Run 1, clock wires, drivers and flops:
The bar under the picture is 50 um long.
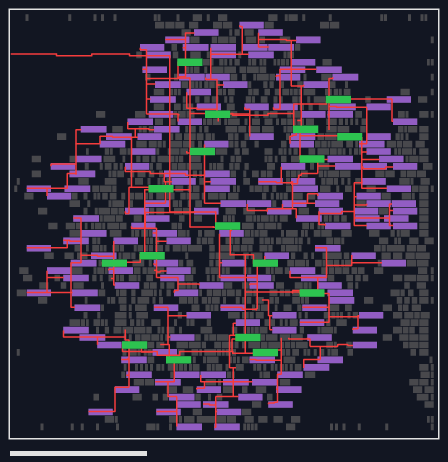
Run 1, metal layers overlaid:
The bar under the picture is 50 um long.
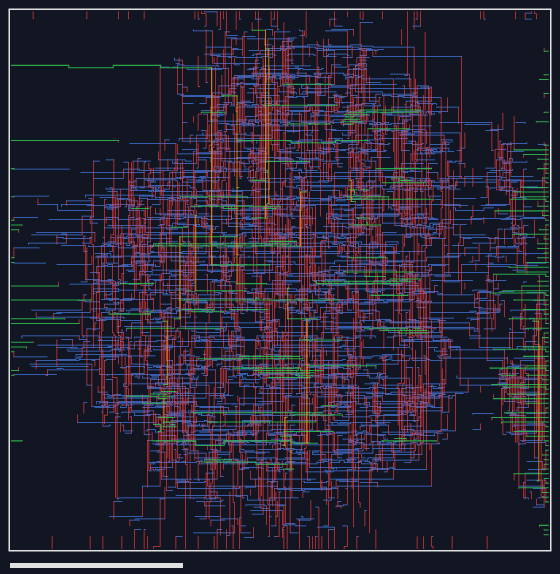
Run 1, placement by cell class:
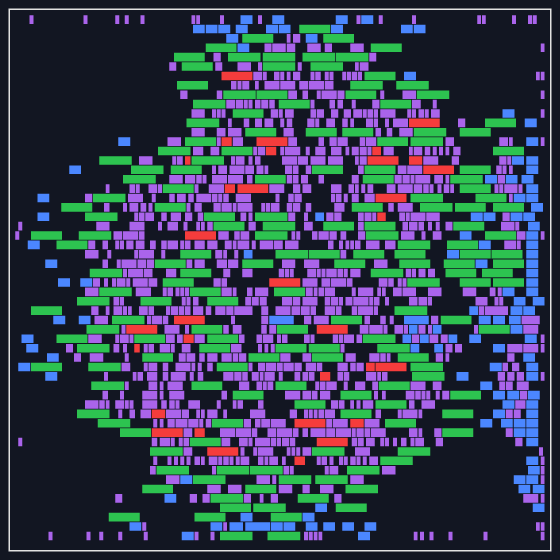
--- config.mk ---
export PLATFORM = sky130hd
export DESIGN_NAME = irq_ctrl_flat
export DESIGN_NICKNAME = d
export VERILOG_FILES = /design/src/rtl/irq_ctrl_pkg.sv /design/src/rtl/irq_ctrl_if.sv /design/src/rtl/irq_ctrl_timer.sv /design/src/rtl/irq_ctrl.sv /design/src/flat_wrapper.sv
export SDC_FILE = /design/constraint.sdc
export NUM_CORES = 1
export LEC_CHECK = 0
export CORE_UTILIZATION = 43
export DETAILED_ROUTE_END_ITERATION = 16
export GPL_ROUTABILITY_DRIVEN = 0
export PLACE_DENSITY = 0.76
export SYNTH_ARGS = -nofsm -noshare
export SYNTH_HDL_FRONTEND = slang
export SYNTH_HIERARCHICAL = 1
export SYNTH_SLANG_ARGS = --single-unit
--- constraint.sdc ---
create_clock -name clk -period 3.9 [get_ports clk]
set_input_delay 0.39 -clock clk [delete_from_list [all_inputs] [get_ports clk]]
set_output_delay 0.39 -clock clk [all_outputs]
set_load 0.02 [all_outputs]
--- src/rtl/irq_ctrl_pkg.sv ---
// Shared constants and types for the machine-level interrupt controller:
// register offsets inside the 64 KiB window, mcause codes, mip/mie bit
// positions, scheduler states and the priority picker.
package irq_ctrl_pkg;

    // Register offsets from the window base
    localparam logic [15:0] IRQ_OFF_MSIP        = 16'h0000;
    localparam logic [15:0] IRQ_OFF_MTIMECMP_LO = 16'h4000;
    localparam logic [15:0] IRQ_OFF_MTIMECMP_HI = 16'h4004;
    localparam logic [15:0] IRQ_OFF_MTIME_LO    = 16'hBFF8;
    localparam logic [15:0] IRQ_OFF_MTIME_HI    = 16'hBFFC;

    // mcause values for machine interrupts (interrupt flag in bit 31)
    localparam logic [31:0] MCAUSE_M_EXT_INT   = 32'h8000_000B;
    localparam logic [31:0] MCAUSE_M_SW_INT    = 32'h8000_0003;
    localparam logic [31:0] MCAUSE_M_TIMER_INT = 32'h8000_0007;

    // Bit positions shared by mip and mie
    localparam int MEIP_BIT = 11;
    localparam int MTIP_BIT = 7;
    localparam int MSIP_BIT = 3;

    // Global machine interrupt enable inside mstatus
    localparam int MSTATUS_MIE_BIT = 3;

    typedef enum logic [1:0] {
        ST_IDLE = 2'd0,
        ST_REQ  = 2'd1,
        ST_WAIT = 2'd2
    } irq_state_e;

    // Highest-priority cause among the enabled pending sources: MEI > MSI > MTI.
    // Only meaningful when at least one relevant bit of 'active' is set.
    function automatic logic [31:0] pick_cause(input logic [31:0] active);
        if (active[MEIP_BIT]) begin
            return MCAUSE_M_EXT_INT;
        end else if (active[MSIP_BIT]) begin
            return MCAUSE_M_SW_INT;
        end else begin
            return MCAUSE_M_TIMER_INT;
        end
    endfunction

endpackage

--- src/rtl/irq_ctrl_if.sv ---
// Data-bus port of the interrupt controller: single-cycle write strobe,
// read strobe with registered read data one cycle later.
interface irq_ctrl_if;
    logic        wr_en;
    logic        rd_en;
    logic [31:0] addr;
    logic [31:0] wr_data;
    logic [31:0] rd_data;
    logic        rd_valid;

    modport master (
        output wr_en, rd_en, addr, wr_data,
        input  rd_data, rd_valid
    );

    modport slave (
        input  wr_en, rd_en, addr, wr_data,
        output rd_data, rd_valid
    );
endinterface

--- src/rtl/irq_ctrl_timer.sv ---
// Machine timer: tick divider, 64-bit mtime and mtimecmp with their bus
// write paths, a combinational read view of the four timer words and the
// raw (unregistered) timer-pending compare.
module irq_ctrl_timer
    import irq_ctrl_pkg::*;
#(
    parameter int TICK_DIV = 1
) (
    input  logic        clk,
    input  logic        rst_n,
    input  logic        wr_en,      // already qualified by the window decode
    input  logic [15:0] offset,
    input  logic [31:0] wr_data,
    output logic [31:0] rd_data,    // 0 when offset is not a timer word
    output logic        mtip
);

    localparam int              CNT_W     = (TICK_DIV > 1) ? $clog2(TICK_DIV) : 1;
    localparam logic [CNT_W-1:0] TICK_LAST = CNT_W'(TICK_DIV - 1);

    logic [CNT_W-1:0] tick_cnt_q, tick_cnt_d;
    logic [63:0]      mtime_q, mtime_d;
    logic [63:0]      mtimecmp_q, mtimecmp_d;
    logic [63:0]      mtime_inc;
    logic             tick;

    // Next-state for divider, mtime and mtimecmp; a bus write to one half of
    // mtime overrides only that half, the other half still takes the carry.
    always_comb begin
        tick       = (tick_cnt_q == TICK_LAST);
        tick_cnt_d = tick ? '0 : tick_cnt_q + CNT_W'(1);
        mtime_inc  = tick ? mtime_q + 64'd1 : mtime_q;

        mtime_d    = mtime_inc;
        mtimecmp_d = mtimecmp_q;
        if (wr_en) begin
            case (offset)
                IRQ_OFF_MTIME_LO:    mtime_d[31:0]     = wr_data;
                IRQ_OFF_MTIME_HI:    mtime_d[63:32]    = wr_data;
                IRQ_OFF_MTIMECMP_LO: mtimecmp_d[31:0]  = wr_data;
                IRQ_OFF_MTIMECMP_HI: mtimecmp_d[63:32] = wr_data;
                default: ;
            endcase
        end
    end

    // Read view of the current (pre-write) timer registers
    always_comb begin
        rd_data = '0;
        case (offset)
            IRQ_OFF_MTIME_LO:    rd_data = mtime_q[31:0];
            IRQ_OFF_MTIME_HI:    rd_data = mtime_q[63:32];
            IRQ_OFF_MTIMECMP_LO: rd_data = mtimecmp_q[31:0];
            IRQ_OFF_MTIMECMP_HI: rd_data = mtimecmp_q[63:32];
            default: ;
        endcase
    end

    assign mtip = (mtime_q >= mtimecmp_q);

    // Timer state registers
    always_ff @(posedge clk or negedge rst_n) begin
        if (!rst_n) begin
            tick_cnt_q <= '0;
            mtime_q    <= '0;
            mtimecmp_q <= '1;
        end else begin
            tick_cnt_q <= tick_cnt_d;
            mtime_q    <= mtime_d;
            mtimecmp_q <= mtimecmp_d;
        end
    end

endmodule

--- src/rtl/irq_ctrl.sv ---
// Machine-level interrupt controller: window decode and msip register,
// external-line synchroniser, registered mip vector and the req/ack
// scheduler that hands one interrupt at a time to the trap sequencer.
module irq_ctrl
    import irq_ctrl_pkg::*;
#(
    parameter logic [31:0] BASE_ADDR   = 32'h0200_0000,
    parameter int          TICK_DIV    = 1,
    parameter int          SYNC_STAGES = 2
) (
    input  logic        clk,
    input  logic        rst_n,
    irq_ctrl_if.slave   bus,
    input  logic        i_ext_irq,
    input  logic [31:0] i_csr_mstatus,
    input  logic [31:0] i_csr_mie,
    input  logic        i_clint_mode,
    output logic [31:0] o_mip,
    output logic        o_irq_req,
    output logic [31:0] o_irq_cause,
    input  logic        i_irq_ack
);

    logic [15:0]            offset;
    logic                   in_win, wr_hit, rd_hit;
    logic [31:0]            timer_rd_data;
    logic                   timer_mtip;

    logic                   msip_q, msip_d;
    logic [SYNC_STAGES-1:0] sync_q, sync_d;
    logic [31:0]            mip_q, mip_d;
    logic [31:0]            rd_data_q, rd_data_d;
    logic                   rd_valid_q, rd_valid_d;
    irq_state_e             state_q, state_d;
    logic                   req_q, req_d;
    logic [31:0]            cause_q, cause_d;
    logic [31:0]            active;

    logic                   unused_mstatus;
    assign unused_mstatus = ^{i_csr_mstatus[31:4], i_csr_mstatus[2:0]};

    // Only the upper half of the address selects the 64 KiB window
    assign offset = bus.addr[15:0];
    assign in_win = (bus.addr[31:16] == BASE_ADDR[31:16]);
    assign wr_hit = bus.wr_en & in_win;
    assign rd_hit = bus.rd_en & in_win;

    irq_ctrl_timer #(
        .TICK_DIV (TICK_DIV)
    ) u_timer (
        .clk     (clk),
        .rst_n   (rst_n),
        .wr_en   (wr_hit),
        .offset  (offset),
        .wr_data (bus.wr_data),
        .rd_data (timer_rd_data),
        .mtip    (timer_mtip)
    );

    // msip write, read mux, synchroniser shift and next pending vector
    always_comb begin
        msip_d = msip_q;
        if (wr_hit && (offset == IRQ_OFF_MSIP)) begin
            msip_d = bus.wr_data[0];
        end

        rd_valid_d = rd_hit;
        rd_data_d  = '0;
        if (rd_hit) begin
            if (offset == IRQ_OFF_MSIP) begin
                rd_data_d = {31'd0, msip_q};
            end else begin
                rd_data_d = timer_rd_data;
            end
        end

        sync_d = {sync_q[SYNC_STAGES-2:0], i_ext_irq};

        mip_d           = '0;
        mip_d[MEIP_BIT] = sync_q[SYNC_STAGES-1];
        mip_d[MTIP_BIT] = timer_mtip;
        mip_d[MSIP_BIT] = msip_q;
    end

    // Scheduler: raise one request, hold it until ack, then wait out the trap
    always_comb begin
        state_d = state_q;
        req_d   = req_q;
        cause_d = cause_q;
        active  = mip_q & i_csr_mie;
        case (state_q)
            ST_IDLE: begin
                if (i_csr_mstatus[MSTATUS_MIE_BIT] && (|active) && !i_clint_mode) begin
                    cause_d = pick_cause(active);
                    req_d   = 1'b1;
                    state_d = ST_REQ;
                end
            end
            ST_REQ: begin
                if (i_irq_ack) begin
                    req_d   = 1'b0;
                    state_d = ST_WAIT;
                end
            end
            ST_WAIT: begin
                if (!i_clint_mode) begin
                    state_d = ST_IDLE;
                end
            end
            default: begin
                req_d   = 1'b0;
                state_d = ST_IDLE;
            end
        endcase
    end

    // Control, pending and bus-response registers
    always_ff @(posedge clk or negedge rst_n) begin
        if (!rst_n) begin
            msip_q     <= 1'b0;
            sync_q     <= '0;
            mip_q      <= '0;
            rd_data_q  <= '0;
            rd_valid_q <= 1'b0;
            state_q    <= ST_IDLE;
            req_q      <= 1'b0;
            cause_q    <= '0;
        end else begin
            msip_q     <= msip_d;
            sync_q     <= sync_d;
            mip_q      <= mip_d;
            rd_data_q  <= rd_data_d;
            rd_valid_q <= rd_valid_d;
            state_q    <= state_d;
            req_q      <= req_d;
            cause_q    <= cause_d;
        end
    end

    assign o_mip        = mip_q;
    assign o_irq_req    = req_q;
    assign o_irq_cause  = cause_q;
    assign bus.rd_data  = rd_data_q;
    assign bus.rd_valid = rd_valid_q;

endmodule

--- src/flat_wrapper.sv ---
// flat-port wrapper written by rule: the top's interface ports become plain ports
module irq_ctrl_flat import irq_ctrl_pkg::*;
#(
    parameter logic [31:0] BASE_ADDR   = 32'h0200_0000,
    parameter int          TICK_DIV    = 1,
    parameter int          SYNC_STAGES = 2
)
  (clk, rst_n, i_ext_irq, i_csr_mstatus, i_csr_mie, i_clint_mode, o_mip, o_irq_req, o_irq_cause, i_irq_ack, bus_wr_en, bus_rd_en, bus_addr, bus_wr_data, bus_rd_data, bus_rd_valid);
  irq_ctrl_if bus_i ();
  input  logic clk;
  input  logic rst_n;
  input  logic i_ext_irq;
  input  logic [31:0] i_csr_mstatus;
  input  logic [31:0] i_csr_mie;
  input  logic i_clint_mode;
  output logic [31:0] o_mip;
  output logic o_irq_req;
  output logic [31:0] o_irq_cause;
  input  logic i_irq_ack;
  input wire logic [$bits(bus_i.wr_en)-1:0] bus_wr_en;
  input wire logic [$bits(bus_i.rd_en)-1:0] bus_rd_en;
  input wire logic [$bits(bus_i.addr)-1:0] bus_addr;
  input wire logic [$bits(bus_i.wr_data)-1:0] bus_wr_data;
  output wire logic [$bits(bus_i.rd_data)-1:0] bus_rd_data;
  output wire logic [$bits(bus_i.rd_valid)-1:0] bus_rd_valid;
  assign bus_i.wr_en = bus_wr_en;
  assign bus_i.rd_en = bus_rd_en;
  assign bus_i.addr = bus_addr;
  assign bus_i.wr_data = bus_wr_data;
  assign bus_rd_data = bus_i.rd_data;
  assign bus_rd_valid = bus_i.rd_valid;
  irq_ctrl #(.BASE_ADDR(BASE_ADDR), .TICK_DIV(TICK_DIV), .SYNC_STAGES(SYNC_STAGES)) u_core (.clk(clk), .rst_n(rst_n), .bus(bus_i), .i_ext_irq(i_ext_irq), .i_csr_mstatus(i_csr_mstatus), .i_csr_mie(i_csr_mie), .i_clint_mode(i_clint_mode), .o_mip(o_mip), .o_irq_req(o_irq_req), .o_irq_cause(o_irq_cause), .i_irq_ack(i_irq_ack));
endmodule
==> results.txt, run 1 <==
flow finished, numbers: outcome=complete, no violations, clk buf depth=2, CP Data Arrival Time=3.47 ns, RSZ-0062 raised after global routing=no, Post-Synthesis Cells=about 1100, Post-synth regs=173, root buf cell=clkbuf_16, number of cells in Yosys stat=1094, Yosys warnings=6, Synth Area per Inst=roughly 9.4 sq um, Final Non-Filler Cells=1521, startpoint types=register, Post-synth EDFFs=0, worst-skew pair later-pin latency=around 0.44 ns, HP Class=in2async, most frequent logic cell in the layout=clkdlybuf4s50_1, fin area=12070 sq um, Fill cells=2104, internal power=2743 uW, CTS Hold Bufs=0, most numerous logic cells after layout=clkdlybuf4s50_1 (115), dfrtp_1 (109), nand2_1 (98), vias in the first global route=7973, critical path class=reg2reg, utilization after layout=51.58%, Final Max Tran Viols=0, setup TNS=0 ns, H-Tree Depth=4, CP Launch Point=u_core/u_timer/mtime_q[10], global-route wire length before repair=40.88 mm, Critical Path RT=4.26 ns, YS chip area=10260 sq um, PD cells=304.3 nW/um^2, worst path cell trace=nand3_2, or3_1, or4_4, or4_1, or3_1, a31oi_1, P_comb=241 uW, initial antenna violation count=0, critical path depth=6, MI comb area=between 5000 and 6000 sq um, post-route worst setup slack=0.7869 ns, antenna diode count=0, clock share of power=approximately 44%, post-synthesis sequential area ratio=between 40% and 50%, Post-DRT Antenna Nets=0, dpl ws=0.8101 ns, worst hold slack=0.04423 ns, number of warnings in the stage logs=approximately 86, FFs w/ async S/R, synth=100.0%, R2R Path End=u_core/u_timer/mtime_q[58], Top cell by count, worst path=or3_1, sequential power=1820 uW, cts bufs inserted=17, Tmin final=3.113 ns, crit-path max cell delay=0.71 ns, CP delay by family, top=simple AND/OR/NAND/NOR gates, P_leak=0.005212 uW, Netlist cell types=between 50 and 60, worst-path fanout max=9, DR vias/cell=around 5.4, reg2reg setup slack=0.79 ns, Die Area=24480 sq um, Switch Pwr=930.3 uW, # rows=~56, Final Cycle Share=approximately four fifths, initial DRC count=between 600 and 700, register area=4409 sq um, Max Cap Viol=0, Flop pwr share=49.5%, Total Routing Usage GR=21.39%, core area=23400 sq um, area delta synth->final=17.66%, CTS tree=done, Congestion Overflow GR=0, share of cells above drive strength 1=13.89%, Most common reg cell=dfrtp_1, nets=1389, Critical Path End=u_core/u_timer/mtime_q[58], chip width=156.5 um, largest net degree at the start of global routing=96, Critical R2R Launch=u_core/u_timer/mtime_q[10], critical path's slowest cell=or4_1, post-DP HPWL=17.63 mm, # setup viols final=0, crit end category=register, DRC viols=0, Top-Level Pins=233, Syn Std Cell Area=10260 sq um, Sw Share=25.33%
## Picture notes: 'clock wires, drivers and flops'
Key: clock wires = red [length 2120 um]; flip-flops = purple [count 173]; clock drivers = green [count 17]
There are 18 routed clock nets.
clk_skew: 0.008696 ns
clock distribution power: 1610 uW

## Picture notes: 'metal layers overlaid'
Key: metal 1 = blue [wire length 11100 um]; metal 4 = orange [wire length 413 um]; metal 3 = green [wire length 1860 um]; metal 2 = red [wire length 12000 um]
via count: 8280
final WL: 25.39 mm
DR WL/cell: 16.69 um

## Picture notes: 'placement by cell class'
Key: clock drivers and dummy loads = red [cells 32, share of their area 4.7%]; combinational and other logic = purple [cells 868, share of their area 46%]; remaining buffers and delay cells = blue [cells 129, share of their area 11%]; sequential cells = green [cells 173, share of their area 38%]

-- run 1: logic make-up after synthesis --
family / after synthesis / share of synthesized area [%]
and+or+nand+nor: 347 / 17.34
AOI/OAI and AO/OA: 222 / 13.18
buffers and inverters: 191 / 9.427
DFF: 173 / 42.98
adders and majority gates: 65 / 7.927
xor gates and xnor gates: 53 / 4.524
muxes: 42 / 4.585
other: 1 / 0.03655
-- run 1: metal layers --
metal / up-vias / part of all wire, % / wire, um / global-route usage (%)
li1: 3896 / - / - / -
met1: 4027 / 44 / 11140 / 27.95
met2: 322 / 47 / 11980 / 35.59
met3: 35 / 7.3 / 1860 / 4.874
met4: 0 / 1.6 / 413 / 5.649
met5: - / 0 / 0 / 0
-- run 1: worst register-to-register path: stages (launching register included) --
cell     delay (ns)
dfrtp_1        0.46
nand3_2        0.15
or3_1          0.49
or4_4          0.64
or4_1          0.71
or3_1          0.43
a31oi_1        0.16
-- run 1: synthesized netlist by cell type (29+ instances only) --
cell type | instances | share of area [%]
dfstp_2 | 64 | 16
xnor2_1 | 29 | 2.5
nand4_1 | 32 | 2.0
clkbuf_1 | 41 | 1.5
a22oi_1 | 65 | 4.8
mux2_2 | 39 | 4.3
nor2_1 | 74 | 2.7
o21ai_0 | 46 | 2.2
and2_1 | 34 | 2.1
nand2_1 | 100 | 3.7
ha_1 | 65 | 7.9
inv_1 | 83 | 3.0
a21oi_1 | 76 | 3.7
nand3_1 | 33 | 1.6
buf_4 | 58 | 4.2
dfrtp_1 | 109 | 27
-- run 1: final cells by class --
class	instances	area share, %
Clock buffer	17	3.524
Clock inverter	15	1.057
Multi-Input combinational cell	785	42.26
Timing Repair Buffer	129	10.75
Sequential cell	173	36.53
Inverter	83	2.581
Tap cell	319	3.306
Run 1, clock nets:
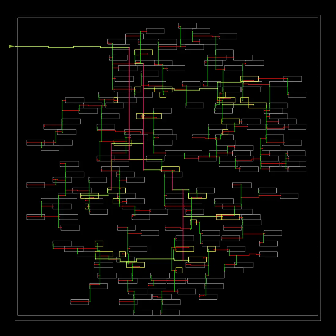

## Run 2: what changed since run 1
==> constraint.sdc (replaced) <==
create_clock -name clk -period 3.3 [get_ports clk]
set_input_delay 0.33 -clock clk [delete_from_list [all_inputs] [get_ports clk]]
set_output_delay 0.33 -clock clk [all_outputs]
set_load 0.02 [all_outputs]
Run 2, clock nets:
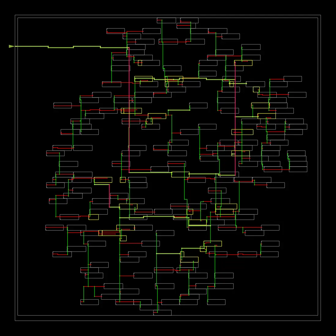
clock buf count: 18
clock distribution power: 1980 uW
flop count: 173
worst-skew pair later-pin latency: 0.43 ns

==> run 2 against run 1 <==
Largest cell class unchanged. Total power increased by 20%. Clock power increased by 23%. Critical path depth unchanged. Combinational power increased by 19%. Largest power group unchanged.
==> results.txt, run 2 <==
flow finished, numbers: outcome=complete, no violations, clk buf depth=2, internal power=between 3000 and 4000 uW, Tmin final=2.906 ns, DR top layer=met4, Total Routing Usage GR=21.97%, top cells by count=dfrtp_1 (109), nand2_1 (100), inv_1 (83), a21oi_1 (76), nor2_1 (74), FA/HA/MAJ Cells, Area Fraction=7.927%, via count=8350, setup TNS=0 ns, Critical R2R Launch=u_core/u_timer/mtime_q[12], clk_skew=roughly 0.011 ns, crit-path max cell delay=0.70 ns, Synth logic family=simple AND/OR/NAND/NOR gates, critical path's slowest cell=or4_1, Critical Path RT=~3.7 ns, post-synthesis sequential area ratio=42.98%, Syn Std Cell Area=10260 sq um, Top cell area share=about a quarter, dpl ws=0.3223 ns, CTS tree=done, Critical Path End=u_core/u_timer/mtime_q[58], most frequent logic cell in the layout=clkdlybuf4s50_1, Flop pwr share=48.6%, clock share of power=44.9%, Post-DRT Antenna Nets=0, P_comb=286 uW, Most common reg cell=dfrtp_1, sequential power=about 2200 uW, cell with the most instances after synthesis=dfrtp_1, FFs w/ async S/R, synth=100.0%, Congestion Overflow GR=0, H-Tree Depth=4, Switch Pwr=a little over 1000 uW, nets=1405, aoi share=13.18%, startpoint types=register, worst path cell trace=nand3_2, or3_1, or4_4, or4_1, or3_1, a31oi_1, reg2reg setup slack=0.39 ns, critical path class=reg2reg, Die Area=24480 sq um, Post-Synthesis Cells=1094, DRC viols=0, initial DRC count=~630, worst-path fanout max=9, antenna diode count=0, R2R Path End=u_core/u_timer/mtime_q[58], CP delay by family, top=simple AND/OR/NAND/NOR gates, # setup viols final=0, mux share=4.585%, met1 wire length=11.02 mm, PD cells=361.4 nW/um^2, HP Class=reg2reg, largest net degree at the start of global routing=roughly 85, RSZ-0062 raised after global routing=no, Top cells by area=dfrtp_1 (27%), dfstp_2 (16%), ha_1 (7.9%), chip width=156.5 um, Sw Share=23.30%, CTS Hold Bufs=1, share of cells above drive strength 1=around 15%, Top cell by count, worst path=or3_1, CP Data Arrival Time=3.26 ns, DR vias/cell=roughly 5.4, cell taking the most area after synthesis=dfrtp_1
Run 2, placement by cell class:
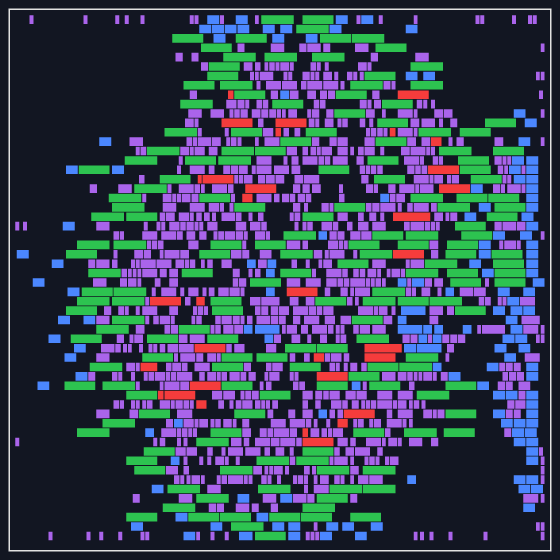
Key: clock drivers and dummy loads = red [cells 32, share of their area 4.9%]; remaining buffers and delay cells = blue [cells 145, share of their area 12%]; combinational and other logic = purple [cells 868, share of their area 46%]; sequential cells = green [cells 173, share of their area 37%]
core area: 23400 sq um
utilization after layout: 52.27%
sequential share of cell area: 36.04%
fin area: 12230 sq um

==> run 2: netlist changes by cell type in the layout (fill, tap and decap cells not counted), moves of 2 or more <==
cell / before / now
bufinv_16: 0 / 2
inv_6: 5 / 3
clkinvlp_4: 3 / 1
inv_8: 3 / 0
buf_4: 10 / 24
clkinv_2: 2 / 5
==> run 2: how the worst min path moves through the flow <==
stage | cells past startpoint | slack (ns) | to | startpoint
after detailed placement | 0 | 0.34 | u_core/o_mip[11] | u_core/sync_q[1]
after floorplan | 0 | 0.03 | u_core/bus.rd_data[0] | rst_n
after CTS | 1 | 0.34 | u_core/sync_q[0] | i_ext_irq
after global placement | 0 | 0.33 | u_core/o_mip[11] | u_core/sync_q[1]
after global routing | 1 | 0.35 | u_core/sync_q[0] | i_ext_irq
final | 0 | 0.35 | u_core/o_mip[11] | u_core/sync_q[1]
==> run 2: cell type report <==
class / count / area, sq um / area share, %
timing repair buffer: 145 / 1433 / 11.71
tap: 319 / 399.1 / 3.263
clock inverter: 14 / 140.1 / 1.146
sequential: 173 / 4409 / 36.04
multi-input combinational: 785 / 5101 / 41.70
inverter: 83 / 311.5 / 2.547
clock buffer: 18 / 439.2 / 3.590
==> run 2: layer usage <==
| layer | GRT usage, % | vias up |
|---|---|---|
| met5 | 0 | - |
| met4 | 8.263 | 0 |
| met3 | 5.123 | 57 |
| met2 | 37.14 | 388 |
| met1 | 27.22 | 3972 |
| li1 | - | 3933 |
==> run 2: cell families (layout without fill, tap and decap cells) <==
family | Yosys count | after routing
simple gates | 347 | 347
compound gates | 222 | 222
buf+inv | 191 | 260
flops | 173 | 173
fa+ha+maj | 65 | 65
xor+xnor | 53 | 53
mux | 42 | 42
other cells | 1 | 56
Power is estimated from default activity; no workload was simulated.
